===== src/rtl/ram_fifo_ctrl.sv =====
// ram_fifo_ctrl: turns a simple dual-port RAM (registered address, one-cycle
// read latency) into a streaming FIFO with valid/ready on both sides.
//
// Handshake semantics: a word moves on a side in any cycle where valid and
// ready are both high at the rising edge; valid never depends on ready.
//
// Words flow RAM -> (one read in flight) -> 2-entry output buffer. The
// output buffer is sized so that a read can be issued every cycle while the
// consumer pops every cycle, giving one word per clock after the first fill.
module ram_fifo_ctrl #(
    parameter int ADDR_SIZE = 7,
    parameter int DATA_SIZE = 16
) (
    input  logic                 clk,
    input  logic                 reset_n,
    input  logic                 flush,
    input  logic                 s_valid,
    output logic                 s_ready,
    input  logic [DATA_SIZE-1:0] s_data,
    output logic                 m_valid,
    input  logic                 m_ready,
    output logic [DATA_SIZE-1:0] m_data,
    output logic [ADDR_SIZE+1:0] level,
    output logic                 ram_wren,
    output logic [ADDR_SIZE-1:0] ram_waddr,
    output logic [DATA_SIZE-1:0] ram_d,
    output logic                 ram_rden,
    output logic [ADDR_SIZE-1:0] ram_raddr,
    input  logic [DATA_SIZE-1:0] ram_q
);

    // Full count: DEPTH = 2**ADDR_SIZE, held in ADDR_SIZE+1 bits.
    localparam logic [ADDR_SIZE:0] DEPTH_C = {1'b1, {ADDR_SIZE{1'b0}}};

    logic [ADDR_SIZE-1:0]        wptr_q, wptr_d;
    logic [ADDR_SIZE-1:0]        rptr_q, rptr_d;
    logic [ADDR_SIZE:0]          mem_cnt_q, mem_cnt_d;
    logic                        rd_pend_q, rd_pend_d;
    logic [1:0]                  out_occ_q, out_occ_d;
    logic                        out_hd_q, out_hd_d;
    logic [1:0][DATA_SIZE-1:0]   out_buf_q, out_buf_d;

    logic                        push;
    logic                        pop;
    logic                        rd_issue;
    logic [2:0]                  buf_need;
    logic                        tail_idx;

    // Handshake and read-issue decisions, all from registered state.
    always_comb begin
        s_ready  = reset_n && !flush && (mem_cnt_q < DEPTH_C);
        push     = s_valid && s_ready;
        m_valid  = (out_occ_q != 2'd0);
        pop      = m_valid && m_ready && !flush;
        // Buffer slots that will be occupied once the in-flight read lands,
        // after this cycle's pop; a new read needs one slot left over.
        buf_need = {1'b0, out_occ_q} + {2'b00, rd_pend_q} - {2'b00, pop};
        rd_issue = (mem_cnt_q != '0) && !flush && (buf_need <= 3'd1);
        // A capture only happens with at most one buffered word, so the tail
        // slot is the head slot or the other one.
        tail_idx = out_hd_q ^ out_occ_q[0];
    end

    // Next-state computation; flush returns everything to the reset image.
    always_comb begin
        wptr_d    = wptr_q;
        rptr_d    = rptr_q;
        mem_cnt_d = mem_cnt_q;
        rd_pend_d = 1'b0;
        out_occ_d = out_occ_q;
        out_hd_d  = out_hd_q;
        out_buf_d = out_buf_q;
        if (flush) begin
            wptr_d    = '0;
            rptr_d    = '0;
            mem_cnt_d = '0;
            out_occ_d = '0;
            out_hd_d  = 1'b0;
            out_buf_d = '0;
        end else begin
            if (push) begin
                wptr_d = wptr_q + 1'b1;
            end
            if (rd_issue) begin
                rptr_d = rptr_q + 1'b1;
            end
            mem_cnt_d = mem_cnt_q + {{ADDR_SIZE{1'b0}}, push}
                                  - {{ADDR_SIZE{1'b0}}, rd_issue};
            rd_pend_d = rd_issue;
            if (rd_pend_q) begin
                out_buf_d[tail_idx] = ram_q;
            end
            if (pop) begin
                out_hd_d = ~out_hd_q;
            end
            out_occ_d = out_occ_q + {1'b0, rd_pend_q} - {1'b0, pop};
        end
    end

    // State registers with asynchronous active-low clear.
    always_ff @(posedge clk or negedge reset_n) begin
        if (!reset_n) begin
            wptr_q    <= '0;
            rptr_q    <= '0;
            mem_cnt_q <= '0;
            rd_pend_q <= 1'b0;
            out_occ_q <= '0;
            out_hd_q  <= 1'b0;
            out_buf_q <= '0;
        end else begin
            wptr_q    <= wptr_d;
            rptr_q    <= rptr_d;
            mem_cnt_q <= mem_cnt_d;
            rd_pend_q <= rd_pend_d;
            out_occ_q <= out_occ_d;
            out_hd_q  <= out_hd_d;
            out_buf_q <= out_buf_d;
        end
    end

    // RAM port drive, output data and occupancy.
    always_comb begin
        ram_wren  = push;
        ram_waddr = wptr_q;
        ram_d     = s_data;
        ram_rden  = rd_issue;
        ram_raddr = rptr_q;
        m_data    = out_buf_q[out_hd_q];
        level     = {1'b0, mem_cnt_q}
                  + {{(ADDR_SIZE+1){1'b0}}, rd_pend_q}
                  + {{ADDR_SIZE{1'b0}}, out_occ_q};
    end

endmodule


===== config.mk =====
export PLATFORM = sky130hd
export DESIGN_NAME = ram_fifo_ctrl
export DESIGN_NICKNAME = d
export VERILOG_FILES = /design/src/rtl/ram_fifo_ctrl.sv
export SDC_FILE = /design/constraint.sdc
export NUM_CORES = 1
export LEC_CHECK = 0
export CAP_MARGIN = 10
export CELL_PAD_IN_SITES_DETAIL_PLACEMENT = 1
export CELL_PAD_IN_SITES_GLOBAL_PLACEMENT = 2
export CORE_MARGIN = 5
export CORE_UTILIZATION = 32
export CTS_CLUSTER_SIZE = 16
export DETAILED_ROUTE_END_ITERATION = 7
export GPL_TIMING_DRIVEN = 1
export MAX_ROUTING_LAYER = met4
export PLACE_DENSITY = 0.87
export SLEW_MARGIN = 20
export SYNTH_ARGS = -nofsm -noshare
export SYNTH_HDL_FRONTEND = slang
export SYNTH_SLANG_ARGS = --single-unit

===== constraint.sdc =====
create_clock -name clk -period 10.8 [get_ports clk]
set_clock_uncertainty 0.15 [all_clocks]
set_input_delay 2.16 -clock clk [delete_from_list [all_inputs] [get_ports clk]]
set_output_delay 2.16 -clock clk [all_outputs]
set_load 0.05 [all_outputs]

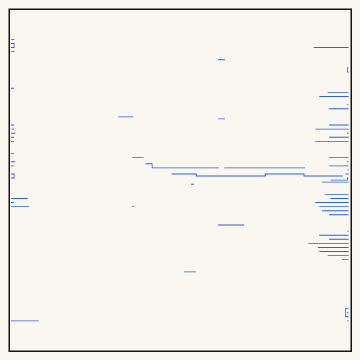
Figure 1: run 1, M3 wires.
(3 px per um)
share of all routed wire: 4.6%
nets with wire on the layer: 53
wire length on this layer: 381 um
DR vias: 2446
met3 GRT Util: 3.02%

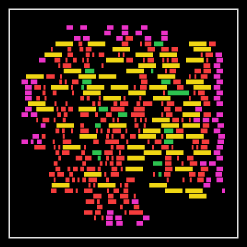
Figure 2: run 1, placement by cell class.
(2 px per um)
legend:
  combinational and other logic:
    colour: red
    cells: 240
    share_of_their_area: 43%
  flops:
    colour: yellow
    cells: 58
    share_of_their_area: 36%
  clock drivers and dummy loads:
    colour: green
    cells: 16
    share_of_their_area: 4.8%
  other buffers and delay cells:
    colour: magenta
    cells: 66
    share_of_their_area: 16%
Final Util: 40.7%
Seq/total area: 34.4%
Row Count: 37

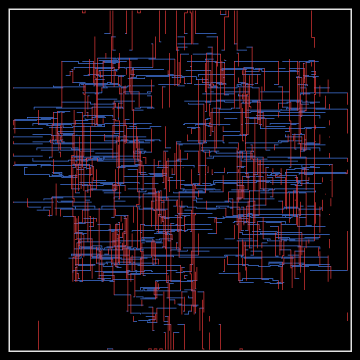
Figure 3: run 1, wiring by layer.
(3 px per um) Two of the layers only.
legend:
  metal 1:
    colour: blue
    wire_length: 4030 um
  metal 2:
    colour: red
    wire_length: 3670 um

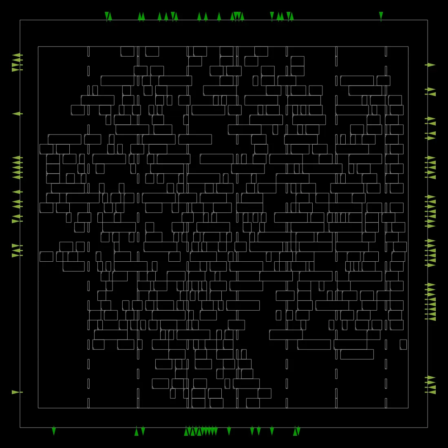
Figure 4: run 1, placement view.
tap cells: 136
filler instances: 1162
Core Area: 10400 um^2
seq_cells: 58
fin cells: 516

==> results.toml, run 1 <==
# physical design summary
[critical_path]
critPathBufInv = 6
cp-end-kind = "output pin"
r2r_end = "mem_cnt_q[6]$_DFF_PN0_"
crit_top_cell = "inv_1"
rr_worst_depth = 19
criticalPathCategory = "primary input to output pin"
cp.depth = 12
start_kind = "primary input"
cpLargestDelayFamily = "buffers and inverters"
cp.arrival_ns = 5.49

[global_route]
met1_usage_pct = 17.8
overflow = 0
grt_start_max_net_pins = 61
groute.usage.overall_pct = 13.7
top_usage_layer = "met2"

[logic_synthesis]
syn_nets = 391
most_common_cell = "dfrtp_1"
netlist_area_um2 = 3430
yosysUniqueCellTypes = 41
yosysTopAreaCellShare_pct = 42.4
ys_ff = 58

[route]
wl_met1_um = 4030
drc_errors = 0
wl_met2_um = 3670
via_per_inst = 4.74
drt_iter0_markers = 64

[floorplan]
chip_area_um2 = 12900

[power]
p_sw_share_pct = 46.5
power_frac_seq_pct = 26.8

[status]
status = "finished, final reports clean"

[layout]
stdcell_area_um2 = 4220
lay_top_cells = "61 x clkdlybuf4s50_1, 58 x dfrtp_1, 48 x nor2_1, 37 x mux2i_1"
diodes = 0

[hold_path]
worstHoldEndpoint = "ram_raddr[3]$_DFFE_PN0P_"

[final_timing]
finalSetupTns_ns = 0
hold_viol = 0

[placement]
port_buffers = 63
place_congestion = 0.774

[cts]
postCtsHoldBufs = 0
cts_sinks = 58

[job]
warnings = 33
-- run 1: state kept, by name, summed over array words and instances, names as in the netlist --
name	cells
out_buf_q	32
rd_pend_q	1
ram_raddr	7
out_occ_q	2
out_hd_q	1
ram_waddr	7
mem_cnt_q	8
-- run 1: logic make-up after synthesis --
family                   synth area share (%)
AND-OR/OR-AND                            3.94
adder cells (fa/ha/maj)                  10.0
buffers and inverters                    8.87
XOR/XNOR                                 4.31
AND/OR/NAND/NOR                          14.1
flip-flops                               42.4
multiplexers                             16.4
-- run 1: cell type report --
cell class	instances	area share, %
inverter	21	1.87
clock buffer	11	3.35
multi-input combinational	219	39.8
timing repair buffer	66	15.3
clock inverter	5	1.28
sequential	58	34.4
tap	136	4.04
Figure 5. Register map, names as in the netlist (run 1).
(4 px per um)
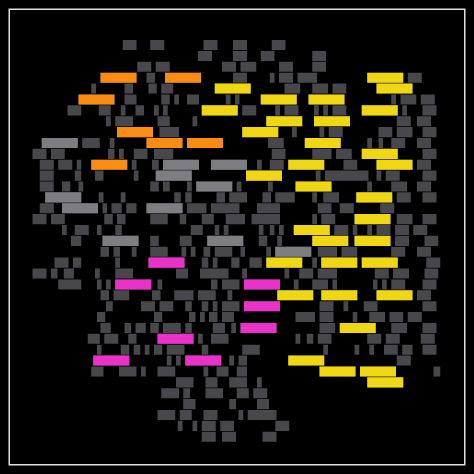

==> run 2: changes to the inputs <==
CORE_UTILIZATION = 30   (was 32)
PLACE_DENSITY = 0.82   (was 0.87)
clock period = 7.9 ns   (was 10.8 ns; I/O delays follow)
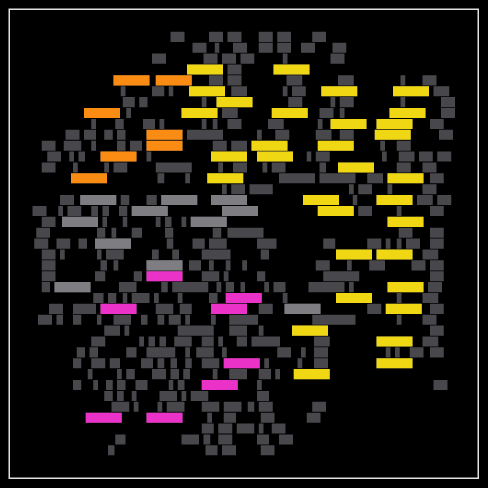
Figure 6: run 2, register map, names as in the netlist.
(4 px per um)
legend:
  `ram_waddr`:
    colour: orange
    sequential_cells: 7
    where: upper left
  `out_buf_q`:
    colour: yellow
    sequential_cells: 32
  `mem_cnt_q`:
    colour: magenta
    sequential_cells: 8
not coloured: 11

==> results.toml, run 2 <==
# physical design summary
[layout]
largest-register = "out_buf_q"
lay_top_cells = "61 x clkdlybuf4s50_1, 58 x dfrtp_1, 48 x nor2_1, 37 x mux2i_1"
largest_register_ffs = 32
diodes = 0

[logic_synthesis]
most_common_cell = "dfrtp_1"

[status]
status = "finished, final reports clean"

[critical_path]
criticalPathCategory = "primary input to output pin"
cpLargestDelayFamily = "buffers and inverters"
cp.arrival_ns = 4.83
crit_top_cell = "inv_1"

[route]
drc_errors = 0
via_per_inst = 4.77
drt_iter0_markers = 122
wl_met1_um = 3770

[global_route]
grt_start_max_net_pins = 61
met1_usage_pct = 17.2
groute.usage.overall_pct = 13.5
top_usage_layer = "met2"

[power]
power_frac_seq_pct = 25.4

[final_timing]
hold_viol = 0
finalSetupTns_ns = 0

[floorplan]
rows = 39
core_region_area_um2 = 11300

[cts]
cts_sinks = 58
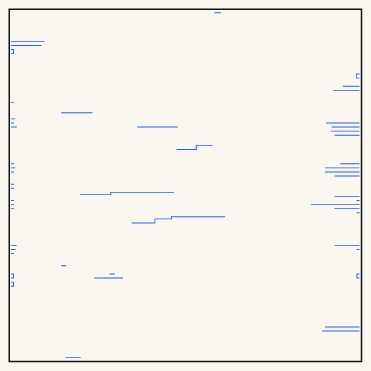
Figure 7: run 2, M3 wires.
(3 px per um)
nets with wire on the layer: 48
longest straight run: 20.9 um
main direction: horizontal
wire length on this layer: 321 um
share of all routed wire: 3.8%
Routed WL: 8360 um
met3 GRT Util: 2.83%
DR vias: 2490

run 2: final cells by class:
class | instances | area share, %
Clock inverter | 6 | 1.36
Inverter | 21 | 1.83
Timing Repair Buffer | 66 | 14.9
Tap cell | 143 | 4.15
Clock buffer | 9 | 5.22
Multi-Input combinational cell | 219 | 38.9
Sequential cell | 58 | 33.6
run 2: kinds of logic (layout without fill, tap and decap cells):
| group | Yosys count | after routing | share of synthesized area [%] |
|---|---|---|---|
| buffers and inverters | 52 | 102 | 8.87 |
| muxes | 54 | 54 | 16.4 |
| xor gates and xnor gates | 16 | 16 | 4.31 |
| AOI/OAI and AO/OA | 22 | 22 | 3.94 |
| DFF | 58 | 58 | 42.4 |
| adders and majority gates | 25 | 25 | 10.0 |
| and+or+nand+nor | 102 | 102 | 14.1 |
Figure 8. Placement view (run 2).
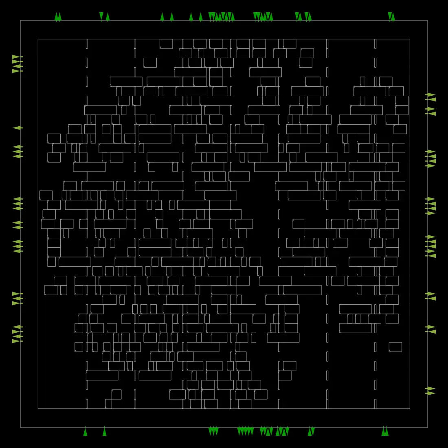

==> run 3: changes to the inputs <==
clock period = 6.58 ns   (was 7.9 ns; I/O delays follow)
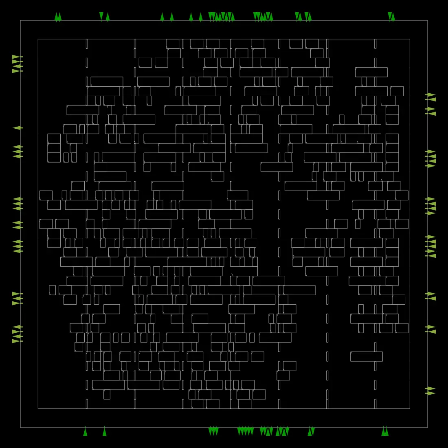
Figure 9: run 3, placement view.
filler instances: 1281
Seq/total area: 33.5%
Core Area: 11300 um^2

==> results.toml, run 3 <==
# physical design summary
[layout]
final.clkbuf_count = 10
inv_count = 21
lay_top_cells = "61 x clkdlybuf4s50_1, 58 x dfrtp_1, 48 x nor2_1, 37 x mux2i_1"
ff_count = 58
largestClassByArea = "multi-input combinational cells"
logic_gate_count = 219
clk_share_pct = 6.79
largest_register_ffs = 32
buffers_excl_clock = 67
diodes = 0

[global_route]
groute.usage.overall_pct = 12.6
met3_usage_pct = 2.78
top_usage_layer = "met2"
grt_start_max_net_pins = 59
met1_usage_pct = 15.9

[logic_synthesis]
top_logic_kind = "multiplexers"
most_common_cell = "dfrtp_1"
xor_share_pct = 4.31
ys_sh_mux_pct = 16.4
simple_gate_area_share_pct = 14.1

[critical_path]
crit_top_cell = "inv_1"
criticalPathCategory = "primary input to output pin"
cpLargestDelayFamily = "buffers and inverters"
cp.arrival_ns = 4.22

[route]
wl_met1_um = 3630
drt_iter0_markers = 60
drc_errors = 0

[floorplan]
rows = 39
num_tap_cells = 143

[final_timing]
hold_viol = 0

[power]
power_frac_seq_pct = 25.3

[status]
status = "finished, final reports clean"
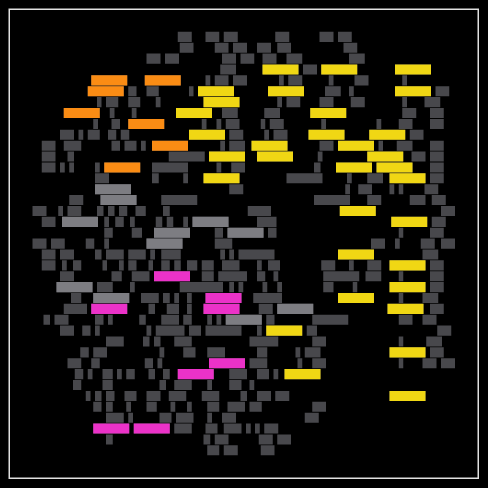
Figure 10: run 3, register map, names as in the netlist.
(4 px per um)
legend:
  `mem_cnt_q`:
    colour: magenta
    sequential_cells: 8
  `out_buf_q`:
    colour: yellow
    sequential_cells: 32
  `ram_waddr`:
    colour: orange
    sequential_cells: 7
    where: upper left

run 3: logic make-up after synthesis:
group | Yosys count
buffers and inverters | 52
AOI/OAI and AO/OA | 22
and+or+nand+nor | 102
DFF | 58
muxes | 54
adders and majority gates | 25
xor gates and xnor gates | 16
run 3: power by group through the flow:
stage | logic [mW] | clock network, mW | registers (mW)
2_1_floorplan | 0.881 | 0 | 0.522
5_1_grt | 1.22 | 0.492 | 0.550
4_1_cts | 1.14 | 0.469 | 0.535
3_3_place_gp | 1.12 | 0 | 0.536
3_5_place_dp | 1.14 | 0 | 0.541
6_report | 1.12 | 0.454 | 0.532
Power and IR drop assume default switching activity.
